run_1/layer_met3.png
(8 px per µm) Cells faint in the background.
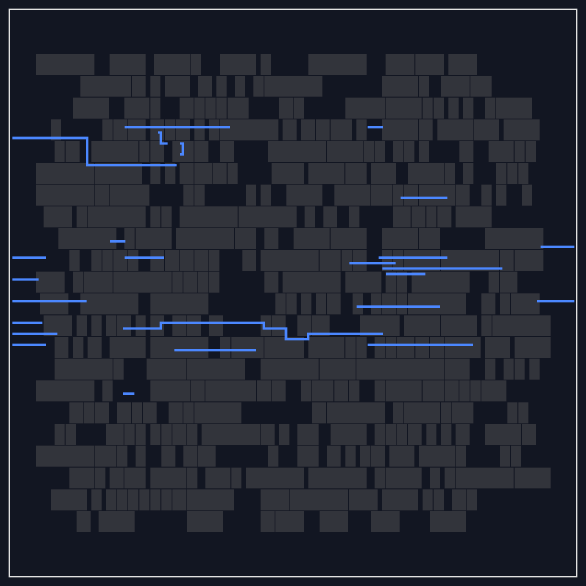
run_1/congestion.png
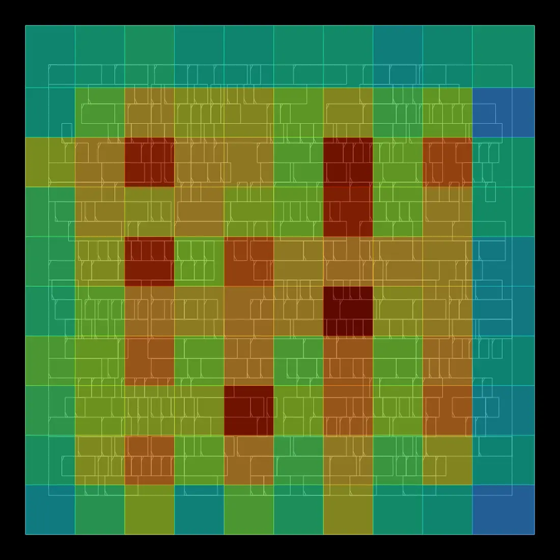
run_1/layer_met2.png
(6 px per µm)
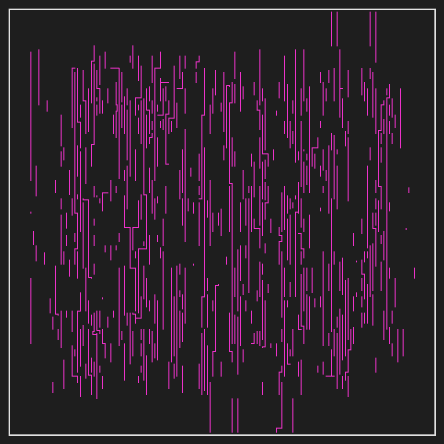
run_1/layer_met1.png
(6 px per µm) Supply wires on this layer in gray. Cells faint in the background.
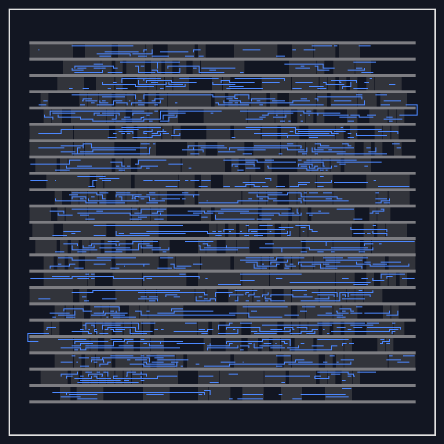
--- src/rtl/pwm_multi_ch.sv ---
// Multi-channel PWM generator with per-channel debounced up/down buttons,
// shadow duty registers loaded at the period boundary, and edge/centre-aligned output modes.
module pwm_multi_ch #(
    parameter int CHANNELS  = 2,
    parameter int CNT_W     = 4,
    parameter int PERIOD    = 10,
    parameter int DUTY_INIT = 5,
    parameter int STEP      = 1,
    parameter int DB_DIV    = 2
) (
    input  logic                      clk,
    input  logic                      rst,
    input  logic [CHANNELS-1:0]       inc_btn,
    input  logic [CHANNELS-1:0]       dec_btn,
    input  logic                      center_mode,
    output logic [CHANNELS-1:0]       pwm_out,
    output logic [CHANNELS*CNT_W-1:0] duty_out,
    output logic                      period_start
);

    localparam int                 DIV_W    = (DB_DIV > 1) ? $clog2(DB_DIV) : 1;
    localparam int                 SUM_W    = CNT_W + 1;
    localparam logic [DIV_W-1:0]   DIV_LAST = DIV_W'(DB_DIV - 1);
    localparam logic [CNT_W-1:0]   CNT_LAST = CNT_W'(PERIOD - 1);
    localparam logic [CNT_W-1:0]   DUTY_RST = CNT_W'(DUTY_INIT);
    localparam logic [CNT_W-1:0]   PERIOD_D = CNT_W'(PERIOD);
    localparam logic [SUM_W-1:0]   PERIOD_X = SUM_W'(PERIOD);
    localparam logic [SUM_W-1:0]   STEP_X   = SUM_W'(STEP);

    logic [DIV_W-1:0]                 div_r;
    logic                             tick_s;
    logic [CHANNELS-1:0]              inc_s1_r, inc_s2_r, dec_s1_r, dec_s2_r;
    logic [CHANNELS-1:0]              inc_press_s, dec_press_s;
    logic [CNT_W-1:0]                 cnt_r;
    logic                             boundary_s;
    logic [CHANNELS-1:0][CNT_W-1:0]   duty_tgt_r, duty_tgt_nxt_s, duty_act_r;
    logic                             mode_act_r;
    logic [CHANNELS-1:0]              pwm_nxt_s, pwm_out_r;
    logic                             period_start_r;

    assign tick_s      = (div_r == DIV_LAST);
    assign inc_press_s = {CHANNELS{tick_s}} & inc_s1_r & ~inc_s2_r;
    assign dec_press_s = {CHANNELS{tick_s}} & dec_s1_r & ~dec_s2_r;
    assign boundary_s  = (cnt_r == CNT_LAST);

    // Debounce tick divider and two-stage button samplers that only advance on ticks.
    always_ff @(posedge clk) begin
        if (rst) begin
            div_r    <= '0;
            inc_s1_r <= '0;
            inc_s2_r <= '0;
            dec_s1_r <= '0;
            dec_s2_r <= '0;
        end else begin
            div_r <= tick_s ? '0 : div_r + DIV_W'(1'b1);
            if (tick_s) begin
                inc_s1_r <= inc_btn;
                inc_s2_r <= inc_s1_r;
                dec_s1_r <= dec_btn;
                dec_s2_r <= dec_s1_r;
            end
        end
    end

    // Saturating target duty update; one extra bit of headroom keeps the sum from wrapping.
    always_comb begin
        duty_tgt_nxt_s = duty_tgt_r;
        for (int i = 0; i < CHANNELS; i++) begin
            if (inc_press_s[i] && !dec_press_s[i]) begin
                if (({1'b0, duty_tgt_r[i]} + STEP_X) > PERIOD_X) begin
                    duty_tgt_nxt_s[i] = PERIOD_D;
                end else begin
                    duty_tgt_nxt_s[i] = duty_tgt_r[i] + STEP_X[CNT_W-1:0];
                end
            end else if (dec_press_s[i] && !inc_press_s[i]) begin
                if ({1'b0, duty_tgt_r[i]} >= STEP_X) begin
                    duty_tgt_nxt_s[i] = duty_tgt_r[i] - STEP_X[CNT_W-1:0];
                end else begin
                    duty_tgt_nxt_s[i] = '0;
                end
            end else begin
                duty_tgt_nxt_s[i] = duty_tgt_r[i];
            end
        end
    end

    // Period counter, target duty, and shadow duty/mode loaded at the last count.
    always_ff @(posedge clk) begin
        if (rst) begin
            cnt_r      <= '0;
            duty_tgt_r <= {CHANNELS{DUTY_RST}};
            duty_act_r <= {CHANNELS{DUTY_RST}};
            mode_act_r <= 1'b0;
        end else begin
            cnt_r      <= boundary_s ? '0 : cnt_r + CNT_W'(1'b1);
            duty_tgt_r <= duty_tgt_nxt_s;
            if (boundary_s) begin
                duty_act_r <= duty_tgt_r;
                mode_act_r <= center_mode;
            end
        end
    end

    // Output decode; centre mode places the high window symmetrically around mid-period.
    always_comb begin
        pwm_nxt_s = '0;
        for (int i = 0; i < CHANNELS; i++) begin
            logic [SUM_W-1:0] lo_v;
            logic [SUM_W-1:0] hi_v;
            logic [SUM_W-1:0] cnt_v;
            cnt_v = {1'b0, cnt_r};
            lo_v  = (PERIOD_X - {1'b0, duty_act_r[i]}) >> 1'b1;
            hi_v  = lo_v + {1'b0, duty_act_r[i]};
            if (mode_act_r) begin
                pwm_nxt_s[i] = (cnt_v >= lo_v) && (cnt_v < hi_v);
            end else begin
                pwm_nxt_s[i] = cnt_v < {1'b0, duty_act_r[i]};
            end
        end
    end

    // Registered outputs, one cycle behind the counter.
    always_ff @(posedge clk) begin
        if (rst) begin
            pwm_out_r      <= '0;
            period_start_r <= 1'b0;
        end else begin
            pwm_out_r      <= pwm_nxt_s;
            period_start_r <= (cnt_r == '0);
        end
    end

    assign pwm_out      = pwm_out_r;
    assign period_start = period_start_r;
    assign duty_out     = duty_act_r;

endmodule

--- config.mk ---
export PLATFORM = sky130hd
export DESIGN_NAME = pwm_multi_ch
export DESIGN_NICKNAME = d
export VERILOG_FILES = /design/src/rtl/pwm_multi_ch.sv
export SDC_FILE = /design/constraint.sdc
export NUM_CORES = 1
export LEC_CHECK = 0
export ABC_AREA = 1
export ABC_CLOCK_PERIOD_IN_PS = 4760
export CAP_MARGIN = 25
export CORE_MARGIN = 3
export CORE_UTILIZATION = 60
export DETAILED_ROUTE_END_ITERATION = 6
export GPL_TIMING_DRIVEN = 0
export HOLD_SLACK_MARGIN = 0.1
export PLACE_DENSITY = 0.81
export SETUP_SLACK_MARGIN = 0.1
export SYNTH_ARGS = -nofsm -noshare
export SYNTH_HDL_FRONTEND = slang
export SYNTH_SLANG_ARGS = --single-unit
--- constraint.sdc ---
create_clock -name clk -period 4.76 [get_ports clk]
set_input_delay 1.19 -clock clk [delete_from_list [all_inputs] [get_ports clk]]
set_output_delay 1.19 -clock clk [all_outputs]
set_load 0.02 [all_outputs]
==> out/metrics.yaml, run 1 <==
dp_hpwl_um: 3670
clockBufferDepth: 2
grt_usage: 0.210
clock-sinks: 33
fmax_mhz: 379
syn_area_per_cell_um2: 7.44
cts_tree: "built"
dp_slack_ns: 2.19
portBuffers: 16
cp_max_fo: 7
arrival_ns: 1.45
compound_area_frac: 0.147
topCellsByArea: "dfxtp_1 (26%), ha_1 (21%), inv_1 (9.0%)"
die_x_um: 70.7
cts_setup_buffers: 0
critical-path-max-stage-delay_ns: 0.67
cts-root-buf: "clkbuf_8"
rsz0062_at_grt: "false"
drt-initial-drc-count: 131
ys_area_mm2: 0.00251
drc: 0
setup_viol: 0
worst_pin_slew_ns: 0.479
drtPass1Iterations: 4
setup.worst_path.start_class: "flop"
drv_cap: 0
drive_above_1_share: 0.0746
synth_warnings: 0
cts_buffers: 5
syn_area_mm2: 0.00251
hold_viol: 0
total_leakage_power_uw: 0.00144
ios: 18
placement.cell_area_mm2: 0.00274
simple_gate_share: 0.202
ys_seq_share: 0.263
antenna_found_initial: 0
finClkSkew_ns: 0.00217
clock_latency_ns: 0.29
path_clk_slew_ns: 0.07
floorplan.core_util: 0.653
fp-row-count: 22
mux_area_frac: 0
fin_nets: 412
hp-class: "reg -> reg"
yosysTopAreaCell: "dfxtp_1"
status: "finished clean"
tns_ns: 0
grt_pass1_vias: 2020
worst_path_max_delay_cell: "clkdlybuf4s50_1"
fin_crit_ns: 2.64
relSlewSlack: 0.680
synth_cells: 338
cpLargestDelayFamily: "buffers and inverters"
Notes on layer_met3.png above:
The wires run mostly horizontal. The layer holds 3.9% of the routed length. 21 nets have wire on it. The layer carries 194 µm of wire. The longest straight run is 14.7 µm.

Notes on congestion.png above:
GRT busiest layer: met2
GRT met1 Usage: 0.270
met2 usage: 0.351

Notes on layer_met2.png above:
328 nets have wire on it. The layer carries 2330 µm of wire.

Notes on layer_met1.png above:
The wires run mostly horizontal. The layer holds 47% of the routed length. The layer carries 2330 µm of wire. 375 nets have wire on it. The longest straight run is 25.3 µm.
Vias: 2160
final wirelength: 4930 µm

==> run 1: through the flow <==
step / utilization / cells / hold WS, ns
after floorplan: - / 338 / 0.422
after global placement: 0.710 / 402 / 0.437
after detailed placement: 0.710 / 402 / 0.445
after CTS: 0.741 / 410 / 0.461
after global routing: 0.741 / 410 / 0.491
final: 0.741 / 410 / 0.459
==> run 1: synth_stat cells <==
cell,instances
or2_2,1
nor2_2,1
ha_1,43
buf_6,2
xnor2_1,1
o21ai_0,16
buf_2,5
xnor2_2,2
xor2_1,8
nand4_1,4
a21oi_1,27
xor2_2,2
dfxtp_1,33
nand2_2,2
nand3_4,2
o21ai_2,2
inv_1,60
nor2_1,25
nand3_1,20
o211ai_1,11
o21ai_1,5
nand2_1,60
nor3_1,1
fa_1,1
o21bai_1,4
==> run 1: flip-flops by register name, summed over array words and instances, names as in the netlist <==
name          cells
dec_s2_r          2
mode_act_r        1
period_start      1
cnt_r             4
dec_s1_r          2
inc_s1_r          2
duty_tgt_r        8
duty_out          8
pwm_out           2
inc_s2_r          2
div_r             1
==> run 1: logic make-up (layout without fill, tap and decap cells) <==
family	count (synthesis)	count (layout)
buffers and inverters	67	91
DFF	33	33
xor gates and xnor gates	13	13
and+or+nand+nor	116	116
adders and majority gates	44	44
AOI/OAI and AO/OA	65	65
==> run 1: cell type report <==
cell class              instances  area, µm²
multi-input cells             238       1580
fillers                       299        998
flip-flops and latches         33        661
inverters                      60        225
repair buffers                 16        160
clock buffers                   6       82.6
well taps                      48       60.1
plain buffers                   7       47.5
clock inverters                 2       37.5
==> run 1: final timing paths <==
path,startpoint,to,slack (ns),cells after the start
max,duty_out[7],duty_out[7],2.12,1
min,div_r,div_r,0.46,1
max reg2reg,duty_out[1],pwm_out[0],2.17,15
min reg2reg,div_r,div_r,0.46,1
==> run 1: power by group <==
group | internal (µW) | switching [µW]
Sequential | 290 | 17.0
Combinational | 48.9 | 66.2
Clock | 170 | 111
==> run 1: layer usage <==
metal  vias up  GRT usage  share of wire
met2        37      0.351           0.47
met5         -          0              0
met1       977      0.270           0.47
li1       1139          -              -
met4         0     0.0731          0.014
met3         7     0.0412          0.039
run_1/clk_routes.png
(4 px per µm)
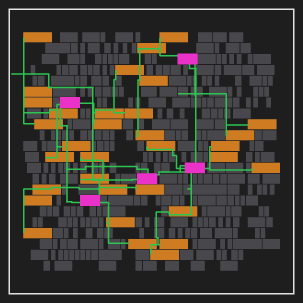

==> run 1 -> run 2 <==
Settings changed: ABC_CLOCK_PERIOD_IN_PS 4760 to 2100, CORE_UTILIZATION 60 to 53, PLACE_DENSITY 0.81 to 0.76.
Clock period 4.76 ns to 2.1 ns, I/O delays scaled along.
run_2/clk_routes.png
(4 px per µm)
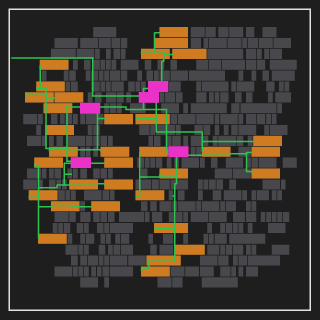
flip-flops: shown in orange, count 33. clock wires: shown in green, length 397 µm. clock drivers: shown in magenta, count 5.
There are 6 routed clock nets.
worst-skew pair later-pin latency: 0.28 ns
clock group power: 481 µW
Final Skew: 0.00868 ns

==> run 2 against run 1 <==
The flow now finishes with violations (setup timing). Clock skew grew 0.0065 ns. First-iteration DRC count shrank 35%. Sequential power grew 120%. Cell area grew 8.5%. Synthesized area is the same. Final cell count grew 3.9%. Largest power group unchanged. Highest routed layer unchanged.
==> out/metrics.yaml, run 2 <==
p_sw_frac: 0.281
status: "finished, violations left"
drv_cap: 0
ios: 18
fmax_mhz: 427
async_reset_ff_frac: 0
n_fill_cell: 356
dp_hpwl_um: 3790
hold_ws_ns: 0.453
finish.utilization: 0.692
path_clk_slew_ns: 0.06
antenna_found_initial: 0
ys_cells: 338
fin_crit_ns: 2.34
floorplan.core_util: 0.562
cts_htree_levels: 2
grt_pass1_vias: 2013
cts_tree: "built"
synth-seq-cells: 33
ff_type: "dfxtp_1"
fin_nets: 424
chip_area_mm2: 0.00561
synth_warnings: 0
arrival_ns: 2.55
drive_above_1_share: 0.187
setup_viol: 2
max-vdd-ir-drop_mv: 0.518
compound_area_frac: 0.147
clock-sinks: 33
syn_to_final_growth_pct: 23.2
worst_pin_slew_ns: 0.439
rsz0062_at_grt: "true"
top_area_frac: 0.263
syn_area_per_cell_um2: 7.44
logic_area_mm2: 0.00173
power_frac_clock: 0.336
hold_viol: 0
synth_cell_type_count: 25
xor_area_frac: 0.0572
seqPwrFrac: 0.480
hp-class: "reg -> reg"
pwr-share-comb: 0.184
place_congestion: 0.848
vias_per_cell: 5.20
yosysTopAreaCell: "dfxtp_1"
synth_cells: 338
mux_area_frac: 0
die_x_um: 74.9
clockBufferDepth: 2
grt_usage: 0.198
simple_gate_share: 0.202
core_area_mm2: 0.00447
cts_buffers: 5
ys_area_mm2: 0.00251
ys_seq_share: 0.263
setup_slack_ns: -0.243
cts-root-buf: "clkbuf_8"
period_used_share: 1.12
relSlewSlack: 0.707
portBuffers: 16
p_int_uw: 1030
drt-initial-drc-count: 85
reg2reg_slack_ns: -0.24
enable_flop_cells: 0
fp-row-count: 24
topCombFamilyByArea: "adder cells"
violations: "setup timing"
syn_area_mm2: 0.00251
power.switching_uw: 402
antenna_left: 0
setup.worst_path.start_class: "flop"
slew_viol_final: 0
final_cell_mix: "nand2_1 (57), inv_1 (53), ha_1 (37)"
n_antenna_cell: 0
total_leakage_power_uw: 0.00150
top_cells_by_count: "inv_1 (60), nand2_1 (60), ha_1 (43)"
critPathKind: "reg -> reg"
drtPass1Iterations: 4
cp.required_ns: 2.31
grt_pass1_wl_um: 8770
power_density_mw_per_mm2: 463
regArea_um2: 681
synthesis.nets: 389
holdBufCountCts: 0
cp_max_fo: 6
drc: 0
end_kind: "flop"
grt_max_degree: 11
topCellsByArea: "dfxtp_1 (26%), ha_1 (21%), inv_1 (9.0%)"
run_2/layer_met1.png
(6 px per µm) Supply wires on this layer in gray. Cells faint in the background.
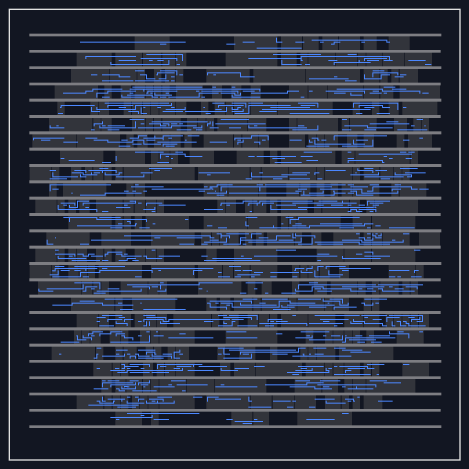
381 nets have wire on it. The wires run mostly horizontal. The layer holds 46% of the routed length. The layer carries 2390 µm of wire. The longest straight run is 21.6 µm.
final wirelength: 5220 µm
GRT met1 Usage: 0.251
Vias: 2215

-- run 2: cell counts after synthesis --
Identical to the previous run, type by type.
-- run 2: path summary, 6_finish.rpt --
path                     from    endpoint  cells after the start
setup / recovery  duty_out[1]  pwm_out[0]                     15
hold reg to reg         div_r       div_r                      1
hold / removal          div_r       div_r                      1
setup reg to reg  duty_out[1]  pwm_out[0]                     15
-- run 2: worst max-delay path, stage by stage, from the launching register on --
cell,delay [ns]
dfxtp_4,0.40
inv_4,0.05
ha_4,0.14
o21bai_4,0.16
xor2_1,0.20
inv_1,0.10
ha_4,0.28
inv_2,0.04
o21bai_4,0.13
xor2_1,0.15
ha_1,0.25
nand2_1,0.07
nand2_1,0.05
nand2_2,0.06
nand2_2,0.06
a21oi_2,0.13
-- run 2: what timing repair did --
action                     4_1_cts  5_1_grt
setup endpoints to repair        2        2
pin swaps                        9       10
gates resized                    7       19
buffers inserted                 7        5
-- run 2: logic make-up after synthesis --
group / Yosys count
AND-OR/OR-AND: 65
XOR/XNOR: 13
adder cells (fa/ha/maj): 44
buffers and inverters: 67
flip-flops: 33
AND/OR/NAND/NOR: 116
-- run 2: routing by layer --
layer  share of wire  GRT usage  up-vias
li1                -          -     1167
met1            0.46      0.251     1013
met2            0.50      0.355       29
met3           0.032     0.0294        6
met4          0.0063     0.0415        0
met5               0          0        -
-- run 2: through the flow --
| step | worst slack, ns | cells | cell area, µm² | setup TNS [ns] |
|---|---|---|---|---|
| floorplan | -0.132 | 338 | 2580 | -0.135 |
| global placement | -0.315 | 406 | 2800 | -0.487 |
| detailed placement | -0.394 | 406 | 2800 | -0.608 |
| CTS | -0.289 | 421 | 2970 | -0.490 |
| global route | -0.382 | 426 | 3100 | -0.683 |
| finish | -0.243 | 426 | 3100 | -0.381 |
-- run 2: layout make-up --
type,count,share of cell area
plain buffers,7,0.0153
clock buffers,8,0.0291
well taps,52,0.0210
repair buffers,28,0.0820
flip-flops and latches,33,0.220
inverters,60,0.0751
multi-input cells,238,0.558
-- run 2: power groups by stage --
stage	registers (µW)	logic (µW)	clock network (µW)
after floorplan	701	192	0
after global placement	703	250	0
after detailed placement	704	256	0
after CTS	690	260	493
after global routing	693	301	523
final	688	264	481
Power is estimated from default activity; no workload was simulated.
